--- config.mk ---
export PLATFORM = sky130hd
export DESIGN_NAME = fa_bist
export DESIGN_NICKNAME = d
export VERILOG_FILES = /design/src/rtl/fa_bist.sv
export SDC_FILE = /design/constraint.sdc
export NUM_CORES = 1
export LEC_CHECK = 0
export ABC_AREA = 0
export ABC_CLOCK_PERIOD_IN_PS = 3550
export CAP_MARGIN = 30
export CELL_PAD_IN_SITES_DETAIL_PLACEMENT = 1
export CELL_PAD_IN_SITES_GLOBAL_PLACEMENT = 2
export CORE_MARGIN = 2
export CORE_UTILIZATION = 25
export CTS_CLUSTER_DIAMETER = 150
export CTS_CLUSTER_SIZE = 30
export DETAILED_ROUTE_END_ITERATION = 8
export PLACE_DENSITY_LB_ADDON = 0.1
export REMOVE_ABC_BUFFERS = 1
export SLEW_MARGIN = 10
export SYNTH_ARGS = -nofsm -noshare
export SYNTH_HDL_FRONTEND = slang
export SYNTH_SLANG_ARGS = --single-unit
--- constraint.sdc ---
create_clock -name clk -period 3.55 [get_ports clk]
set_input_delay 0.71 -clock clk [delete_from_list [all_inputs] [get_ports clk]]
set_output_delay 0.71 -clock clk [all_outputs]
set_load 0.02 [all_outputs]
--- src/rtl/fa_bist.sv ---
// On-chip exhaustive self-test for a 1-bit full adder.
// Drives {a,b,cin} = 0..7 and compares {cout,sum} with a+b+cin.
module fa_bist #(
    parameter int unsigned SETTLE = 1
) (
    input  logic       clk,
    input  logic       rst_n,
    input  logic       start,
    input  logic       sum,
    input  logic       cout,
    output logic       a,
    output logic       b,
    output logic       cin,
    output logic       busy,
    output logic       done,
    output logic       pass,
    output logic [3:0] err_cnt,
    output logic [2:0] first_fail,
    output logic       fail_seen
);

    typedef enum logic [1:0] {
        S_IDLE,
        S_DRIVE,
        S_CHECK,
        S_DONE
    } state_t;

    localparam logic [3:0] LP_SETTLE = 4'(SETTLE);

    state_t     r_state, w_state_nxt;
    logic [2:0] r_v, w_v_nxt;
    logic [3:0] r_cnt, w_cnt_nxt;
    logic [3:0] r_err, w_err_nxt;
    logic [2:0] r_ff, w_ff_nxt;
    logic       r_fs, w_fs_nxt;
    logic       r_pass, w_pass_nxt;
    logic [2:0] r_abc;
    logic       r_busy, r_done;
    logic [1:0] w_exp;
    logic       w_mis;
    logic       w_run_nxt;

    assign w_exp = {1'b0, r_v[2]} + {1'b0, r_v[1]} + {1'b0, r_v[0]};
    assign w_mis = ({cout, sum} != w_exp);
    assign w_run_nxt = (w_state_nxt == S_DRIVE) || (w_state_nxt == S_CHECK);

    always_comb begin
        w_state_nxt = r_state;
        w_v_nxt     = r_v;
        w_cnt_nxt   = r_cnt;
        w_err_nxt   = r_err;
        w_ff_nxt    = r_ff;
        w_fs_nxt    = r_fs;
        w_pass_nxt  = r_pass;
        unique case (r_state)
            S_IDLE: begin
                if (start) begin
                    w_state_nxt = S_DRIVE;
                    w_v_nxt     = 3'd0;
                    w_cnt_nxt   = 4'd0;
                    w_err_nxt   = 4'd0;
                    w_ff_nxt    = 3'd0;
                    w_fs_nxt    = 1'b0;
                    w_pass_nxt  = 1'b0;
                end
            end
            S_DRIVE: begin
                w_cnt_nxt = r_cnt + 4'd1;
                if (r_cnt + 4'd1 >= LP_SETTLE) begin
                    w_state_nxt = S_CHECK;
                end
            end
            S_CHECK: begin
                if (w_mis) begin
                    w_err_nxt = r_err + 4'd1;
                    if (!r_fs) begin
                        w_ff_nxt = r_v;
                        w_fs_nxt = 1'b1;
                    end
                end
                if (r_v == 3'd7) begin
                    w_state_nxt = S_DONE;
                    // pass must include the verdict on the final vector
                    w_pass_nxt  = (w_err_nxt == 4'd0);
                end else begin
                    w_state_nxt = S_DRIVE;
                    w_v_nxt     = r_v + 3'd1;
                    w_cnt_nxt   = 4'd0;
                end
            end
            S_DONE: begin
                w_state_nxt = S_IDLE;
            end
            default: begin
                w_state_nxt = S_IDLE;
            end
        endcase
    end

    always_ff @(posedge clk or negedge rst_n) begin
        if (!rst_n) begin
            r_state <= S_IDLE;
            r_v     <= 3'd0;
            r_cnt   <= 4'd0;
            r_err   <= 4'd0;
            r_ff    <= 3'd0;
            r_fs    <= 1'b0;
            r_pass  <= 1'b0;
            r_abc   <= 3'd0;
            r_busy  <= 1'b0;
            r_done  <= 1'b0;
        end else begin
            r_state <= w_state_nxt;
            r_v     <= w_v_nxt;
            r_cnt   <= w_cnt_nxt;
            r_err   <= w_err_nxt;
            r_ff    <= w_ff_nxt;
            r_fs    <= w_fs_nxt;
            r_pass  <= w_pass_nxt;
            r_abc   <= w_run_nxt ? w_v_nxt : 3'd0;
            r_busy  <= w_run_nxt;
            r_done  <= (w_state_nxt == S_DONE);
        end
    end

    assign {a, b, cin} = r_abc;
    assign busy        = r_busy;
    assign done        = r_done;
    assign pass        = r_pass;
    assign err_cnt     = r_err;
    assign first_fail  = r_ff;
    assign fail_seen   = r_fs;

endmodule
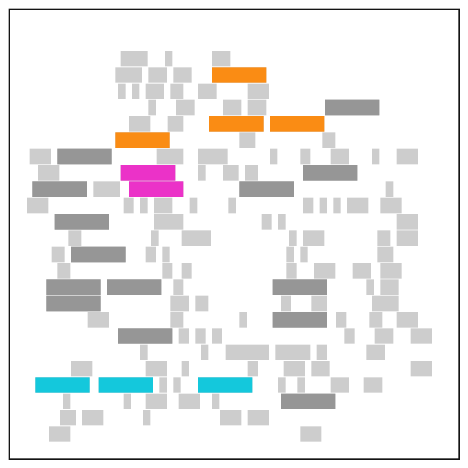
*Sequential cells grouped by signal name, run 1*
Drawn at 6 px/um. Other sequential cells in the stronger grey, the rest of the logic in the fainter grey.
- r_state: magenta (sequential cells 2)
- r_cnt: orange (sequential cells 4; where north)
- first_fail: cyan (sequential cells 3)
- not coloured: 14
Flop area: 576 um2
P_seq: 461 uW
flop share of the area: 37.4%
final core occ: 32.2%

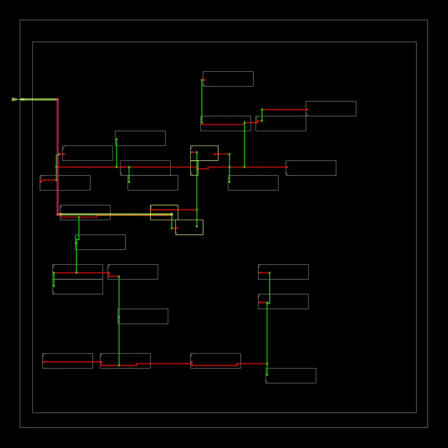
*Clock wiring as the flow saved it, run 1*
number of buffers created by CTS: 3
Skew-Pair Late Insertion Delay: 0.26 ns
# clk buffers: 4

==> GITHUB_STEP_SUMMARY, run 1 <==
### Flow metrics

| Metric | Value |
|---|---|
| Status | `complete, no violations` |
| Fin. Hold Viols | `0` |
| Hold buffers post-CTS | `0` |
| Fill count | `573` |
| Clock slew at reported path FFs | `about 0.080 ns` |
| Cell Count Post-Placement | `around 210` |
| Final Skew | `about 0.0038 ns` |
| Non-Filler Instances | `~210` |
| Crit path from | `start` |
| Crit path largest cell delay | `about 0.46 ns` |
| CTS tree | `done` |
| Post-route antenna net violation count | `0` |
| Antenna violations before repair | `0` |
| Wire length of the first global-routing pass | `around 5200 um` |
| Finished Cell Area | `between 0.0015 and 0.002 mm2` |
| Global Route Usage Sum | `between 10% and 20%` |
| Number of cells on the critical path | `5` |
| Hold path start | `pass$_DFFE_PN0P_` |
| Crit end category | `flip-flop` |
| H-tree depth | `1` |
| GP Congestion | `~0.70` |
| Number of enable flip-flop cells | `0` |
| DRT Pass-1 Iters | `2` |
| Top_reg_cell synth | `dfrtp_1` |
| Count leader, synth | `dfrtp_1` |
| Top cells by count | `dfrtp_1, nand2_1, inv_1` |
| FF-to-FF setup slack | `1.40 ns` |
| Synth flops | `23` |
| Crit path time final | `roughly 2.2 ns` |
| CTS Root Cell | `clkbuf_8` |
| Cell Chain, Critical Path | `clkdlybuf4s50_1 > o21bai_1 > o21ai_0 > ha_1 > and2_1` |
| Relative slew margins | `54.0%` |
| Worst path bufs/invs | `1` |
| Setup CP Type | `in2reg` |
| Slew Limit Fails | `0` |
| Port bufs | `18` |
| Post-CTS Setup Bufs | `0` |
| Largest net degree at the start of global routing | `24` |
| Total congestion overflow | `0` |
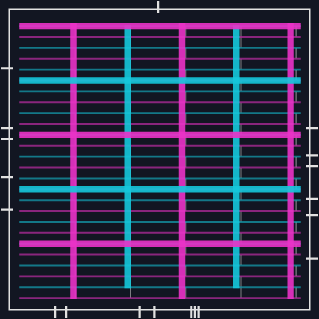
*Supply network, run 1*
Drawn at 4 px/um. Pins as bars on the die edge. Tap cells in grey.
- VDD: cyan
- VSS: magenta
- tap cells: 67
- signal pins: 19
width of the die: 74.7 um
die height: 74.7 um
worst vdd ir: 0.304 mV
total core area: 0.00479 mm2

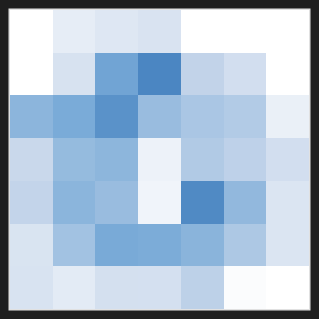
*Local utilization, run 1*
Drawn at 4 px/um. 7 x 7 tiles, from white (low) to dark blue (high), 0 to 100% covered.
- densest ninth of the die: west
- emptiest ninth of the die: north-east
- mean over tiles: 26%
- nearly empty tiles: 16%
- fullest tile: 65%
Init Core Util: 26.1%

run 1: tightest hold or removal path, delay by kind of cell, from the launching register on:
family	cells	cell delay, ns
buffers and inverters	1	0.06
flip-flops	1	0.38
AND-OR/OR-AND	1	0.06
run 1: routing by layer:
| layer | GRT usage, % | vias to the layer above | share of wire (%) |
|---|---|---|---|
| met5 | 0 | - | 0 |
| met4 | 2.98 | 0 | 0.70 |
| met3 | 2.41 | 2 | 2.7 |
| met2 | 21.0 | 11 | 49 |
| met1 | 16.0 | 469 | 48 |
| li1 | - | 469 | - |
run 1: layout make-up:
cell class,count,area (um2),area share (%)
Clock buffer,4,45.0,2.92
Inverter,10,37.5,2.44
Multi-Input combinational cell,87,611,39.6
Sequential cell,23,576,37.4
Tap cell,67,83.8,5.44
Timing Repair Buffer,19,188,12.2
run 1: cells in the final DEF, fill, tap and decap left out, drive strengths merged, types with 4 or more instances in the layout:
| master | count |
|---|---|
| nand2 | 13 |
| mux2i | 7 |
| nor2 | 8 |
| clkdlybuf4s50 | 18 |
| inv | 10 |
| dfrtp | 23 |
| ha | 5 |
| clkbuf | 4 |
| xnor2 | 5 |
| o21ai | 8 |
| a21oi | 10 |
run 1: power by group:
| group | leakage [nW] | internal (mW) | switching (mW) |
|---|---|---|---|
| registers | 0.306 | 0.339 | 0.122 |
| clock network | 0.0228 | 0.0800 | 0.0817 |
| logic | 0.330 | 0.261 | 0.318 |
run 1: cell families after synthesis:
kind of cell / count (synthesis) / synth area share (%)
xor gates and xnor gates: 8 / 5.60
AOI/OAI and AO/OA: 32 / 18.0
buffers and inverters: 15 / 5.20
muxes: 7 / 5.60
DFF: 23 / 46.0
and+or+nand+nor: 34 / 13.0
adders and majority gates: 6 / 6.60
==> inputs of run 2 (changes only) <==
Settings changed: ABC_CLOCK_PERIOD_IN_PS 3550 to 1900.
Clock period 3.55 ns to 1.9 ns, I/O delays scaled along.
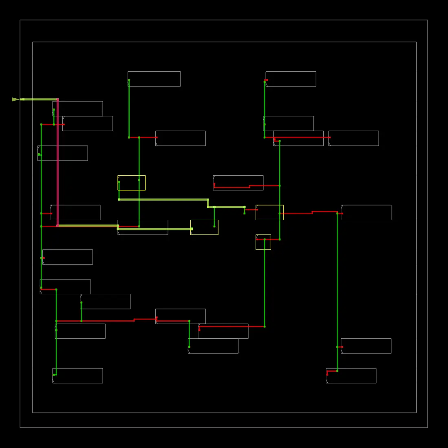
*Clock wiring as the flow saved it, run 2*
Final Skew: 0.00238 ns
Clk. pwr: 324 uW
# clk buffers: 3
TritonCTS Sinks: 23

==> GITHUB_STEP_SUMMARY, run 2 <==
### Flow metrics

| Metric | Value |
|---|---|
| Worst vdd ir | `about 0.57 mV` |
| Port bufs | `18` |
| Cell Count Post-Placement | `220` |
| Hold buffers post-CTS | `0` |
| Status | `complete, no violations` |
| Count leader, synth | `dfrtp_1` |
| Flop share of the area | `33.7%` |
| Post-route antenna net violation count | `0` |
| Fill count | `roughly 550` |
| GP Congestion | `0.747` |
| Top Layout Cells | `dfrtp_1, clkdlybuf4s50_1, buf_4` |
| Gate Area | `between 600 and 700 um2` |
| Antenna violations before repair | `0` |
| Top_reg_cell synth | `dfrtp_1` |
| Clock slew at reported path FFs | `approximately 0.09 ns` |
| Non-Filler Instances | `approximately 230` |
| Worst path bufs/invs | `1` |
| Relative slew margins | `65.4%` |
| Flop area | `slightly below 600 um2` |
| Slew Limit Fails | `0` |
| Crit path time final | `1.88 ns` |
| Comb. pwr | `roughly 1.4 mW` |
| Sw Share | `a little over two fifths` |
| Bufs w/o clock | `35` |
| Signal buf overhead | `~18%` |
| Synth flops | `23` |
| Sequential fraction of design power | `32.2%` |
| Gate power share | `a little over half` |
| H-tree depth | `1` |
| Cell Chain, Critical Path | `clkdlybuf4s50_1` |
| Largest net degree at the start of global routing | `24` |
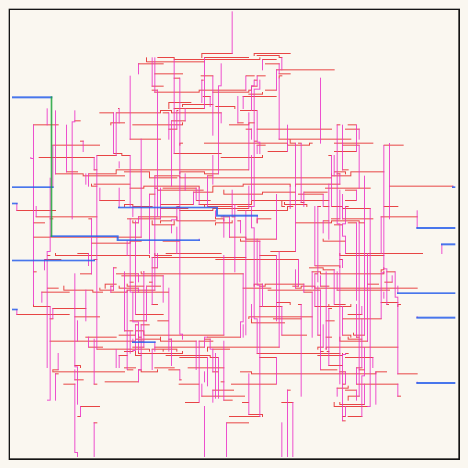
*Signal wires by layer, run 2*
Drawn at 6 px/um.
- metal 1: red (wire length 1,410 um)
- metal 3: blue (wire length 112 um)
- metal 2: magenta (wire length 1,610 um)
- metal 4: green (wire length 23.1 um)
Global Route Usage Sum: 13.1%
Via Count: 1,034
Routed WL: 3160 um
Routed WL per cell: 14.0 um

[run 2: cell types whose count changed in the layout (fill, tap and decap cells not counted), sizes merged]
cell      before  now
buf            1   17
clkbuf         4    3
clkinvlp       0    1
[run 2: stage by stage]
step                TNS, ns  util (%)  hold WS (ns)
floorplan            -0.122         -        0.0844
global placement    -0.0453      33.4         0.509
detailed placement   -0.242      33.4         0.524
CTS                       0      35.0         0.464
global route         -0.395      35.8         0.476
finish                    0      35.8         0.462
[run 2: path summary, 6_finish.rpt]
path	start	slack [ns]	to	cells after the start
worst min register to register	first_fail[2]$_DFFE_PN0P_	0.53	first_fail[2]$_DFFE_PN0P_	2
worst min-delay path	rst_n	0.46	r_abc[1]$_DFF_PN0_	2
max in group asynchronous	rst_n	1.18	r_cnt[0]$_DFFE_PN0P_	2
worst max register to register	r_v[2]$_DFF_PN0_	0.03	first_fail[0]$_DFFE_PN0P_	6
worst max-delay path	err_cnt[0]$_DFFE_PN0P_	0.02	err_cnt[0]	1
min in group clk	first_fail[2]$_DFFE_PN0P_	0.53	first_fail[2]$_DFFE_PN0P_	2
[run 2: metal layers]
| layer | share of wire (%) | track usage [%] |
|---|---|---|
| met2 | 51 | 22.1 |
| met1 | 45 | 17.0 |
| met3 | 3.5 | 3.61 |
| met4 | 0.73 | 2.38 |
| met5 | 0 | 0 |
[run 2: cell families (layout without fill, tap and decap cells)]
logic type / Yosys count / in the layout / synth area share, %
buffers and inverters: 15 / 49 / 5.20
DFF: 23 / 23 / 46.0
AOI/OAI and AO/OA: 32 / 32 / 18.0
muxes: 7 / 7 / 5.60
xor gates and xnor gates: 8 / 8 / 5.60
adders and majority gates: 6 / 6 / 6.60
and+or+nand+nor: 34 / 34 / 13.0
==> inputs of run 3 (changes only) <==
Settings changed: HOLD_SLACK_MARGIN from default to 0.08, REMOVE_ABC_BUFFERS 1 to default.
==> GITHUB_STEP_SUMMARY, run 3 <==
### Flow metrics

| Metric | Value |
|---|---|
| Init Core Util | `26.1%` |
| Hold buffers post-CTS | `0` |
| Top Layout Cells | `dfrtp_1, buf_4, clkdlybuf4s50_1` |
| Sw Share | `a little over two fifths` |
| Cell Count Post-Placement | `roughly 220` |
| Number of enable flip-flop cells | `0` |
| Total congestion overflow | `0` |
| R2R depth | `6` |
| Gate power share | `between 50% and 60%` |
| Die height | `around 75 um` |
| DRT Pass-1 Iters | `3` |
| Wire length of the first global-routing pass | `5600 um` |
| Crit end category | `flip-flop` |
| Failing checks | `setup timing` |
| Comb. pwr | `~1.5 mW` |
| Fill count | `550` |
| # setup viols final | `1` |
| Setup tns final | `-0.00242 ns` |
| Most numerous logic cell after layout | `dfrtp_1` |
| Status | `complete, but fails checks` |
| Crit path from | `r_v[1]$_DFF_PN0_` |
| GP Congestion | `around 0.73` |
| Top cells by count | `dfrtp_1, nand2_1, inv_1` |
| Slew Limit Fails | `0` |
| P_seq | `~830 uW` |
| Fin. Hold Viols | `0` |
| Finished Cell Area | `0.00176 mm2` |
| Global Route Usage Sum | `about an eighth` |
| FF-to-FF setup slack | `-0.002 ns` |
| Via Count | `~1,000` |
| Antenna violations before repair | `0` |
| Internal power | `between 1 and 1.5 mW` |
| Final worst slack | `-0.00242 ns` |
| Total core area | `0.00479 mm2` |
| TritonCTS Sinks | `23` |
-- run 3: per-layer routing --
| metal | vias up | global-route usage [%] | wire length [um] |
|---|---|---|---|
| met4 | 0 | 1.79 | 24 |
| met5 | - | 0 | 0 |
| met1 | 507 | 17.9 | 1570 |
| met2 | 12 | 22.4 | 1540 |
| li1 | 501 | - | - |
| met3 | 2 | 3.35 | 74 |
-- run 3: critical path: stages (launching register included) --
cell and delay (ns):
dfrtp_1 0.38, inv_2 0.05, fa_2 0.62, xor2_2 0.09, a211o_1 0.30, a21oi_4 0.19
mux2i_1 0.21
-- run 3: cell type report --
| cell class | instances | share of cell area (%) |
|---|---|---|
| Clock inverter | 1 | 0.426 |
| Multi-Input combinational cell | 87 | 39.2 |
| Inverter | 10 | 2.13 |
| Timing Repair Buffer | 37 | 18.3 |
| Sequential cell | 23 | 32.8 |
| Tap cell | 67 | 4.76 |
| Clock buffer | 3 | 2.35 |
-- run 3: what timing repair did --
action | CTS | global route
resized | 6 | 16
setup endpoints to repair | 5 | 13
pin swaps | 4 | 3
endpoints found under the hold margin | 0 | 0
buffers inserted | 4 | 1
cloned | 0 | 0
-- run 3: kinds of logic (layout without fill, tap and decap cells) --
| group | after synthesis | after routing | share of synthesized area (%) |
|---|---|---|---|
| AND/OR/NAND/NOR | 34 | 34 | 13.0 |
| AND-OR/OR-AND | 32 | 32 | 18.0 |
| flip-flops | 23 | 23 | 46.0 |
| buffers and inverters | 15 | 51 | 5.20 |
| XOR/XNOR | 8 | 8 | 5.60 |
| multiplexers | 7 | 7 | 5.60 |
| adder cells (fa/ha/maj) | 6 | 6 | 6.60 |
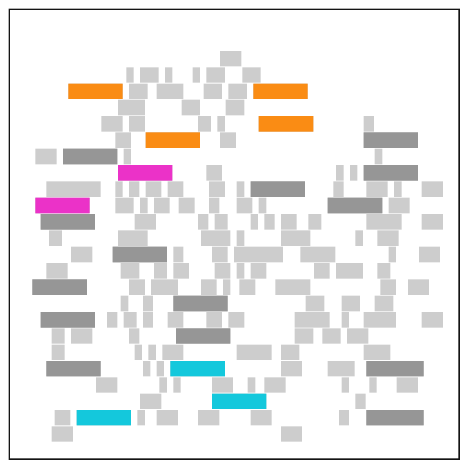
*Sequential cells grouped by signal name, run 3*
Drawn at 6 px/um. Other sequential cells in the stronger grey, the rest of the logic in the fainter grey.
- first_fail: cyan (sequential cells 3)
- r_state: magenta (sequential cells 2)
- r_cnt: orange (sequential cells 4; where north)
- not coloured: 14
Flop area: 578 um2
flop share of the area: 32.8%

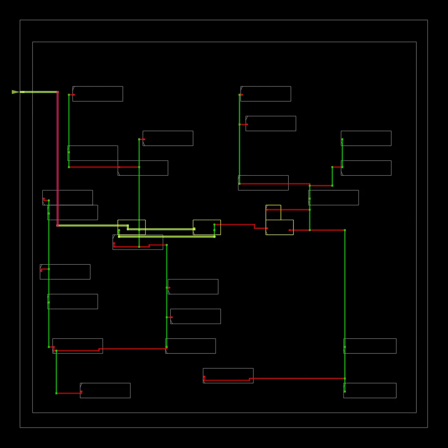
*Clock wiring as the flow saved it, run 3*
Final Skew: 0.00279 ns
flop count: 23
Skew-Pair Late Insertion Delay: 0.27 ns
Clk. pwr: 325 uW

No activity file was given, so power comes from the tool's default toggle rates.
